**src/rtl/legv8_mc_control_pkg.sv**
```systemverilog
// Shared opcode constants, ALU op encodings, FSM state and op-class types
// for the LEGv8 multicycle controller.
// Optional macro: BRANCH_EN adds the BRANCH state (CBZ / B support).
package legv8_ctrl_pkg;

  // Full 11-bit opcodes in IR[31:21]
  localparam logic [10:0] OPC_AND  = 11'b10001010000;
  localparam logic [10:0] OPC_ORR  = 11'b10101010000;
  localparam logic [10:0] OPC_ADD  = 11'b10001011000;
  localparam logic [10:0] OPC_SUB  = 11'b11001011000;
  localparam logic [10:0] OPC_LDUR = 11'b11111000010;
  localparam logic [10:0] OPC_STUR = 11'b11111000000;
  // Short-opcode formats: CB uses IR[31:24], B uses IR[31:26]
  localparam logic [7:0]  OPC_CBZ  = 8'b10110100;
  localparam logic [5:0]  OPC_B    = 6'b000101;

  // ALU opcode driven on alu_op
  localparam logic [1:0] ALU_ADD    = 2'b00;
  localparam logic [1:0] ALU_PASS_B = 2'b01;
  localparam logic [1:0] ALU_FUNCT  = 2'b10;

  typedef enum logic [2:0] {
    S_IDLE   = 3'd0,
    S_FETCH  = 3'd1,
    S_DECODE = 3'd2,
    S_EXEC   = 3'd3,
    S_MEM    = 3'd4,
    S_WB     = 3'd5,
`ifdef BRANCH_EN
    S_BRANCH = 3'd6,
`endif
    S_TRAP   = 3'd7
  } state_t;

  typedef enum logic [2:0] {
    OP_ILLEGAL = 3'd0,
    OP_RTYPE   = 3'd1,
    OP_LDUR    = 3'd2,
    OP_STUR    = 3'd3,
    OP_CBZ     = 3'd4,
    OP_B       = 3'd5
  } op_class_t;

endpackage

```
**src/rtl/legv8_mc_control_if.sv**
```systemverilog
// Instruction and data memory handshake bundle for the LEGv8 controller.
// Handshake: a transfer completes on the rising edge where the request
// (imem_req, or dmem_rd/dmem_wr) and the matching ready are both high; the
// requester holds its request until then, and ready while the request is low
// carries no meaning. instr is only meaningful while imem_ready is high.
interface legv8_mc_control_if #(parameter int IW = 32);
  logic          imem_req;
  logic          imem_ready;
  logic [IW-1:0] instr;
  logic          dmem_rd;
  logic          dmem_wr;
  logic          dmem_ready;

  modport master (
    output imem_req, dmem_rd, dmem_wr,
    input  imem_ready, instr, dmem_ready
  );

  modport slave (
    input  imem_req, dmem_rd, dmem_wr,
    output imem_ready, instr, dmem_ready
  );
endinterface

```
**src/rtl/legv8_mc_control_op_decode.sv**
```systemverilog
// Combinational opcode classifier: IR[31:21] in, instruction class out.
// Optional macro: BRANCH_EN enables CBZ / B classification; without it those
// encodings fall through to OP_ILLEGAL.
module legv8_op_decode
  import legv8_ctrl_pkg::*;
(
  input  logic [10:0] opcode,
  output op_class_t   op_class
);

  // Classify the opcode field; anything unrecognised is illegal
  always_comb begin
    op_class = OP_ILLEGAL;
    if (opcode == OPC_AND || opcode == OPC_ORR ||
        opcode == OPC_ADD || opcode == OPC_SUB)
      op_class = OP_RTYPE;
    else if (opcode == OPC_LDUR)
      op_class = OP_LDUR;
    else if (opcode == OPC_STUR)
      op_class = OP_STUR;
`ifdef BRANCH_EN
    else if (opcode[10:3] == OPC_CBZ)
      op_class = OP_CBZ;
    else if (opcode[10:5] == OPC_B)
      op_class = OP_B;
`endif
  end

endmodule

```
**src/rtl/legv8_mc_control.sv**
```systemverilog
// LEGv8 multicycle control unit: Moore FSM sequencing fetch, decode,
// execute, memory, write-back and branch, with a sticky trap on bad opcodes.
// Optional macro: BRANCH_EN adds the BRANCH state; without it CBZ/B trap and
// pc_src is constant 0.
module legv8_mc_control
  import legv8_ctrl_pkg::*;
#(
  parameter int IW = 32
) (
  input  logic                      clk,
  input  logic                      rst_n,
  legv8_mc_control_if.master        bus,
  input  logic                      zero,
  output logic [1:0]                alu_op,
  output logic [10:0]               alu_ctl,
  output logic                      alu_src,
  output logic                      reg2_loc,
  output logic                      reg_wr,
  output logic                      mem_to_reg,
  output logic                      pc_wr,
  output logic                      pc_src,
  output logic                      illegal,
  output state_t                    dbg_state
);

  state_t        state;
  state_t        next_state;
  logic [IW-1:0] ir;
  op_class_t     op_class;
  logic          is_ldur;
  logic          is_stur;

  legv8_op_decode u_decode (
    .opcode   (ir[31:21]),
    .op_class (op_class)
  );

  assign is_ldur   = (op_class == OP_LDUR);
  assign is_stur   = (op_class == OP_STUR);
  assign dbg_state = state;

  // Operand/offset bits of IR are consumed by the datapath, not here
  logic unused_ir;
  assign unused_ir = ^ir[20:0];
`ifndef BRANCH_EN
  logic unused_zero;
  assign unused_zero = zero;
`endif

  // State register; reset abandons any in-flight transaction
  always_ff @(posedge clk or negedge rst_n) begin
    if (!rst_n) state <= S_IDLE;
    else        state <= next_state;
  end

  // Instruction register loads on the completing fetch edge
  always_ff @(posedge clk or negedge rst_n) begin
    if (!rst_n)                                ir <= '0;
    else if (state == S_FETCH && bus.imem_ready) ir <= bus.instr;
  end

  // Next-state logic
  always_comb begin
    next_state = state;
    case (state)
      S_IDLE:   next_state = S_FETCH;
      S_FETCH:  if (bus.imem_ready) next_state = S_DECODE;
      S_DECODE: begin
        case (op_class)
          OP_RTYPE, OP_LDUR, OP_STUR: next_state = S_EXEC;
`ifdef BRANCH_EN
          OP_CBZ, OP_B:               next_state = S_BRANCH;
`endif
          default:                    next_state = S_TRAP;
        endcase
      end
      S_EXEC:   next_state = (op_class == OP_RTYPE) ? S_WB : S_MEM;
      S_MEM:    if (bus.dmem_ready) next_state = is_ldur ? S_WB : S_FETCH;
      S_WB:     next_state = S_FETCH;
`ifdef BRANCH_EN
      S_BRANCH: next_state = S_FETCH;
`endif
      S_TRAP:   next_state = S_TRAP;
      default:  next_state = S_IDLE;
    endcase
  end

  // Output decode from state and IR class. The STUR exit pc_wr follows
  // dmem_ready and the CBZ pc_src follows zero, since both only matter on
  // the edge that leaves the state.
  always_comb begin
    bus.imem_req = 1'b0;
    bus.dmem_rd  = 1'b0;
    bus.dmem_wr  = 1'b0;
    alu_op       = ALU_ADD;
    alu_ctl      = '0;
    alu_src      = 1'b0;
    reg2_loc     = 1'b0;
    reg_wr       = 1'b0;
    mem_to_reg   = 1'b0;
    pc_wr        = 1'b0;
    pc_src       = 1'b0;
    illegal      = 1'b0;
    case (state)
      S_FETCH: bus.imem_req = 1'b1;
      S_EXEC: begin
        alu_ctl  = ir[31:21];
        reg2_loc = is_stur;
        if (op_class == OP_RTYPE) begin
          alu_op  = ALU_FUNCT;
          alu_src = 1'b0;
        end else begin
          alu_op  = ALU_ADD;
          alu_src = 1'b1;
        end
      end
      S_MEM: begin
        alu_ctl     = ir[31:21];
        alu_op      = ALU_ADD;
        alu_src     = 1'b1;
        reg2_loc    = is_stur;
        bus.dmem_rd = is_ldur;
        bus.dmem_wr = is_stur;
        pc_wr       = is_stur && bus.dmem_ready;
      end
      S_WB: begin
        reg_wr     = 1'b1;
        pc_wr      = 1'b1;
        mem_to_reg = is_ldur;
      end
`ifdef BRANCH_EN
      S_BRANCH: begin
        alu_op   = ALU_PASS_B;
        reg2_loc = 1'b1;
        pc_wr    = 1'b1;
        pc_src   = (op_class == OP_B) || (op_class == OP_CBZ && zero);
      end
`endif
      S_TRAP:  illegal = 1'b1;
      default: ;
    endcase
  end

endmodule

```
**src/flat_wrapper.sv**
```systemverilog
// flat-port wrapper written by rule: the top's interface ports become plain ports
module legv8_mc_control_flat import legv8_ctrl_pkg::*;
#(
  parameter int IW = 32
)
  (clk, rst_n, zero, alu_op, alu_ctl, alu_src, reg2_loc, reg_wr, mem_to_reg, pc_wr, pc_src, illegal, dbg_state, bus_imem_req, bus_dmem_rd, bus_dmem_wr, bus_imem_ready, bus_instr, bus_dmem_ready);
  legv8_mc_control_if #(.IW(IW)) bus_i ();
  input  logic clk;
  input  logic rst_n;
  input  logic zero;
  output logic [1:0] alu_op;
  output logic [10:0] alu_ctl;
  output logic alu_src;
  output logic reg2_loc;
  output logic reg_wr;
  output logic mem_to_reg;
  output logic pc_wr;
  output logic pc_src;
  output logic illegal;
  output state_t dbg_state;
  output wire logic [$bits(bus_i.imem_req)-1:0] bus_imem_req;
  output wire logic [$bits(bus_i.dmem_rd)-1:0] bus_dmem_rd;
  output wire logic [$bits(bus_i.dmem_wr)-1:0] bus_dmem_wr;
  input wire logic [$bits(bus_i.imem_ready)-1:0] bus_imem_ready;
  input wire logic [$bits(bus_i.instr)-1:0] bus_instr;
  input wire logic [$bits(bus_i.dmem_ready)-1:0] bus_dmem_ready;
  assign bus_imem_req = bus_i.imem_req;
  assign bus_dmem_rd = bus_i.dmem_rd;
  assign bus_dmem_wr = bus_i.dmem_wr;
  assign bus_i.imem_ready = bus_imem_ready;
  assign bus_i.instr = bus_instr;
  assign bus_i.dmem_ready = bus_dmem_ready;
  legv8_mc_control #(.IW(IW)) u_core (.clk(clk), .rst_n(rst_n), .bus(bus_i), .zero(zero), .alu_op(alu_op), .alu_ctl(alu_ctl), .alu_src(alu_src), .reg2_loc(reg2_loc), .reg_wr(reg_wr), .mem_to_reg(mem_to_reg), .pc_wr(pc_wr), .pc_src(pc_src), .illegal(illegal), .dbg_state(dbg_state));
endmodule
```
**config.mk**
```make
export PLATFORM = sky130hd
export DESIGN_NAME = legv8_mc_control_flat
export DESIGN_NICKNAME = d
export VERILOG_FILES = /design/src/rtl/legv8_mc_control_pkg.sv /design/src/rtl/legv8_mc_control_if.sv /design/src/rtl/legv8_mc_control_op_decode.sv /design/src/rtl/legv8_mc_control.sv /design/src/flat_wrapper.sv
export SDC_FILE = /design/constraint.sdc
export NUM_CORES = 1
export LEC_CHECK = 0
export CAP_MARGIN = 15
export CORE_UTILIZATION = 35
export CTS_BUF_LIST = sky130_fd_sc_hd__clkbuf_16
export DETAILED_ROUTE_END_ITERATION = 12
export DONT_BUFFER_PORTS = 1
export SLEW_MARGIN = 30
export SYNTH_ARGS = -nofsm -noshare
export SYNTH_HDL_FRONTEND = slang
export SYNTH_SLANG_ARGS = --single-unit
```
**constraint.sdc**
```tcl
create_clock -name clk -period 3 [get_ports clk]
set_input_delay 0.9 -clock clk [delete_from_list [all_inputs] [get_ports clk]]
set_output_delay 0.9 -clock clk [all_outputs]
set_load 0.02 [all_outputs]
```
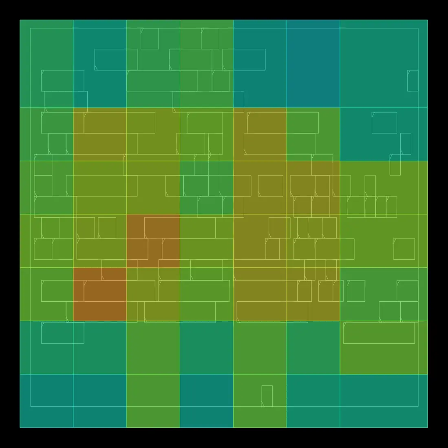
(images/congestion_map.png)
GR Layer Usage met1: 17.1%
met2 Usage GRT: 20.9%
Core Util, Final: 40.9%
GRT Total Usage: 13.9%
met3 GRT Util: 4.64%

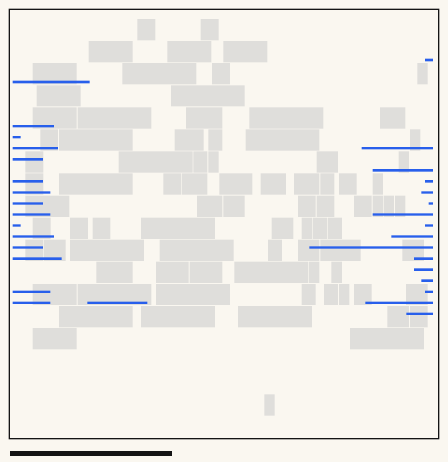
(images/m3.png)
The bar under the picture is 20 µm long. Cells faint in the background.
- longest straight run: 14.9 µm
- main direction: horizontal
- share of all routed wire: 7.6%
- nets with wire on the layer: 31
- wire length on this layer: 133 µm

==> job_summary.md <==
### Flow metrics

| Metric | Value |
|---|---|
| Reg clk slew, reported paths | 0.04 ns |
| Dominant comb cell | simple AND/OR/NAND/NOR gates |
| Die height | 52.7 µm |
| Mux share | 18.6% |
| Crit-path max cell delay | 0.40 ns |
| Top cells by area | dfrtp_1 39%, mux2_4 15%, and2_1 6.9% |
| Clock group share of total power | 19.1% |
| And-or/or-and share of the synthesized area | 6.81% |
| Syn avg cell area | 11.0 µm² |
| TritonRoute pass-1 iters | 2 |
| Critical path startpoint | u_core.ir[26] |
| Core footprint | 0.00245 mm² |
| Total congestion overflow | 0 |
| Post-DRT Antenna Nets | 0 |
| Cell area after synthesis | 901 µm² |
| DR vias | 612 |
| First-pass GRT wire length | 2610 µm |
| Placed instance area | 930 µm² |
| Commonest cells in the synthesized netlist | 14 x dfrtp_1, 10 x and2_1, 9 x mux2_4 |
| CTS Root Cell | clkbuf_16 |
| Post-Synthesis Cells | 82 |
| Dominant logic cell types in the final layout | 14 x dfrtp_1, 10 x and2_1, 9 x mux2_4 |
| Htree depth | 1 |
| Switching fraction of total power | 41.5% |
| Bufs on Longest Clock Path | 2 |
| Yosys adder share | 0% |
| DRT iter0 DRCs | 7 |
| Synth cell types | 34 |
| CP Capture Type | output pin |
| HP Class | primary input to async pin |
| Final Worst Setup Slack | 0.284 ns |
| CTS resizes | 0 |
| Slew HR | 56.0% |
| Share of layout cells above drive strength 1 | 29.4% |
| Hold buffers post-CTS | 0 |
| Pint | 0.734 mW |
| Final non-filler cell total | 115 |
| CTS tree | yes |
| Design Power | 1.26 mW |
| Lkg Pwr | 0.445 nW |
| Antenna fix cells | 0 |
| HPWL after DPL | 1360 µm |
| Psw | 0.522 mW |
| Number of buffers created by CTS | 3 |
| Min Hold Slack | 0.358 ns |
| Outcome | completed |
| Init Core Util | 36.7% |
| Die Size | 0.00278 mm² |
| XOR/XNOR Area Share | 0% |
| Port Buffers | 0 |
| Startpoint Class | register |
| Tool warnings | 48 |
| Gp weighted congestion | 0.769 |
| Crit path DAT | 1.82 ns |
| Vias in the first global route | 562 |
| Final setup TNS | 0 ns |
| Top-count cell post-synth | dfrtp_1 |
| Hold Fails Final Rpt | 0 |
| Worst slack, placed | 0.533 ns |
| Clock Sinks | 14 |
| # DRC | 0 |
| Placed Instances | 112 |
| Max-cap viol count | 0 |
| Max Slew Vio Count | 0 |
| Cell area after layout | 0.00100 mm² |
| Largest net degree at the start of global routing | 15 |
| Simple share | 29.7% |
| Finish-stage setup viols | 0 |
| Worst r2r src | u_core.dbg_state[1] |
| Die width | 52.7 µm |
| Num ports | 63 |
| Crit-path cells | and4bb_1 > nand2b_2 > or3_4 > nor2b_1 |
| Yosys top cell by area | dfrtp_1 |
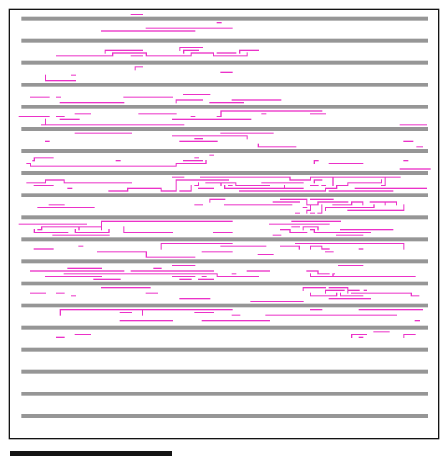
(images/m1.png)
The bar under the picture is 20 µm long. Supply wires on this layer in grey.
- share of all routed wire: 46%
- longest straight run: 21.2 µm

==> worst paths after layout <==
path                            cells past startpoint  slack, ns            end
worst min register to register                      1       0.54  u_core.ir[27]
min in group clk                                    1       0.54  u_core.ir[27]
worst min-delay path                                0       0.36  u_core.ir[28]
max in group asynchronous                           0       2.57  u_core.ir[22]
worst max register to register                      3       1.40  u_core.ir[23]
worst max-delay path                                4       0.28       reg2_loc
==> layer usage <==
metal | global-route usage [%] | share of wire [%] | routed length, µm | up-vias
li1 | - | - | - | 283
met1 | 17.1 | 46 | 809 | 296
met2 | 20.9 | 45 | 780 | 31
met3 | 4.64 | 7.5 | 132 | 2
met4 | 7.89 | 1.5 | 27 | 0
met5 | 0 | 0 | 0 | -
==> cell type report <==
class,instances,area [µm²]
fillers,250,1450
flip-flops and latches,14,350
multi-input cells,62,504
well taps,30,37.5
inverters,2,7.51
clock buffers,3,75.1
repair buffers,4,30.0
==> critical path: cells and delay by family, from the launching register on <==
kind	cells	cell delay [ns]
flops	1	0.40
simple gates	4	1.18
==> cell families after synthesis <==
| family | after synthesis |
|---|---|
| and+or+nand+nor | 39 |
| DFF | 14 |
| muxes | 12 |
| AOI/OAI and AO/OA | 9 |
| buffers and inverters | 7 |
| other | 1 |
==> registers in the layout, summed over array words and instances, names as in the netlist <==
| register | cells |
|---|---|
| u_core.dbg_state | 3 |
| u_core.ir | 11 |
==> power by group through the flow <==
stage	registers (mW)	clock network, mW	logic [mW]
global placement	0.416	0	0.593
finish	0.420	0.240	0.595
detailed placement	0.426	0	0.601
global route	0.442	0.258	0.640
CTS	0.423	0.244	0.603
floorplan	0.394	0	0.540
Power is estimated from default activity; no workload was simulated.
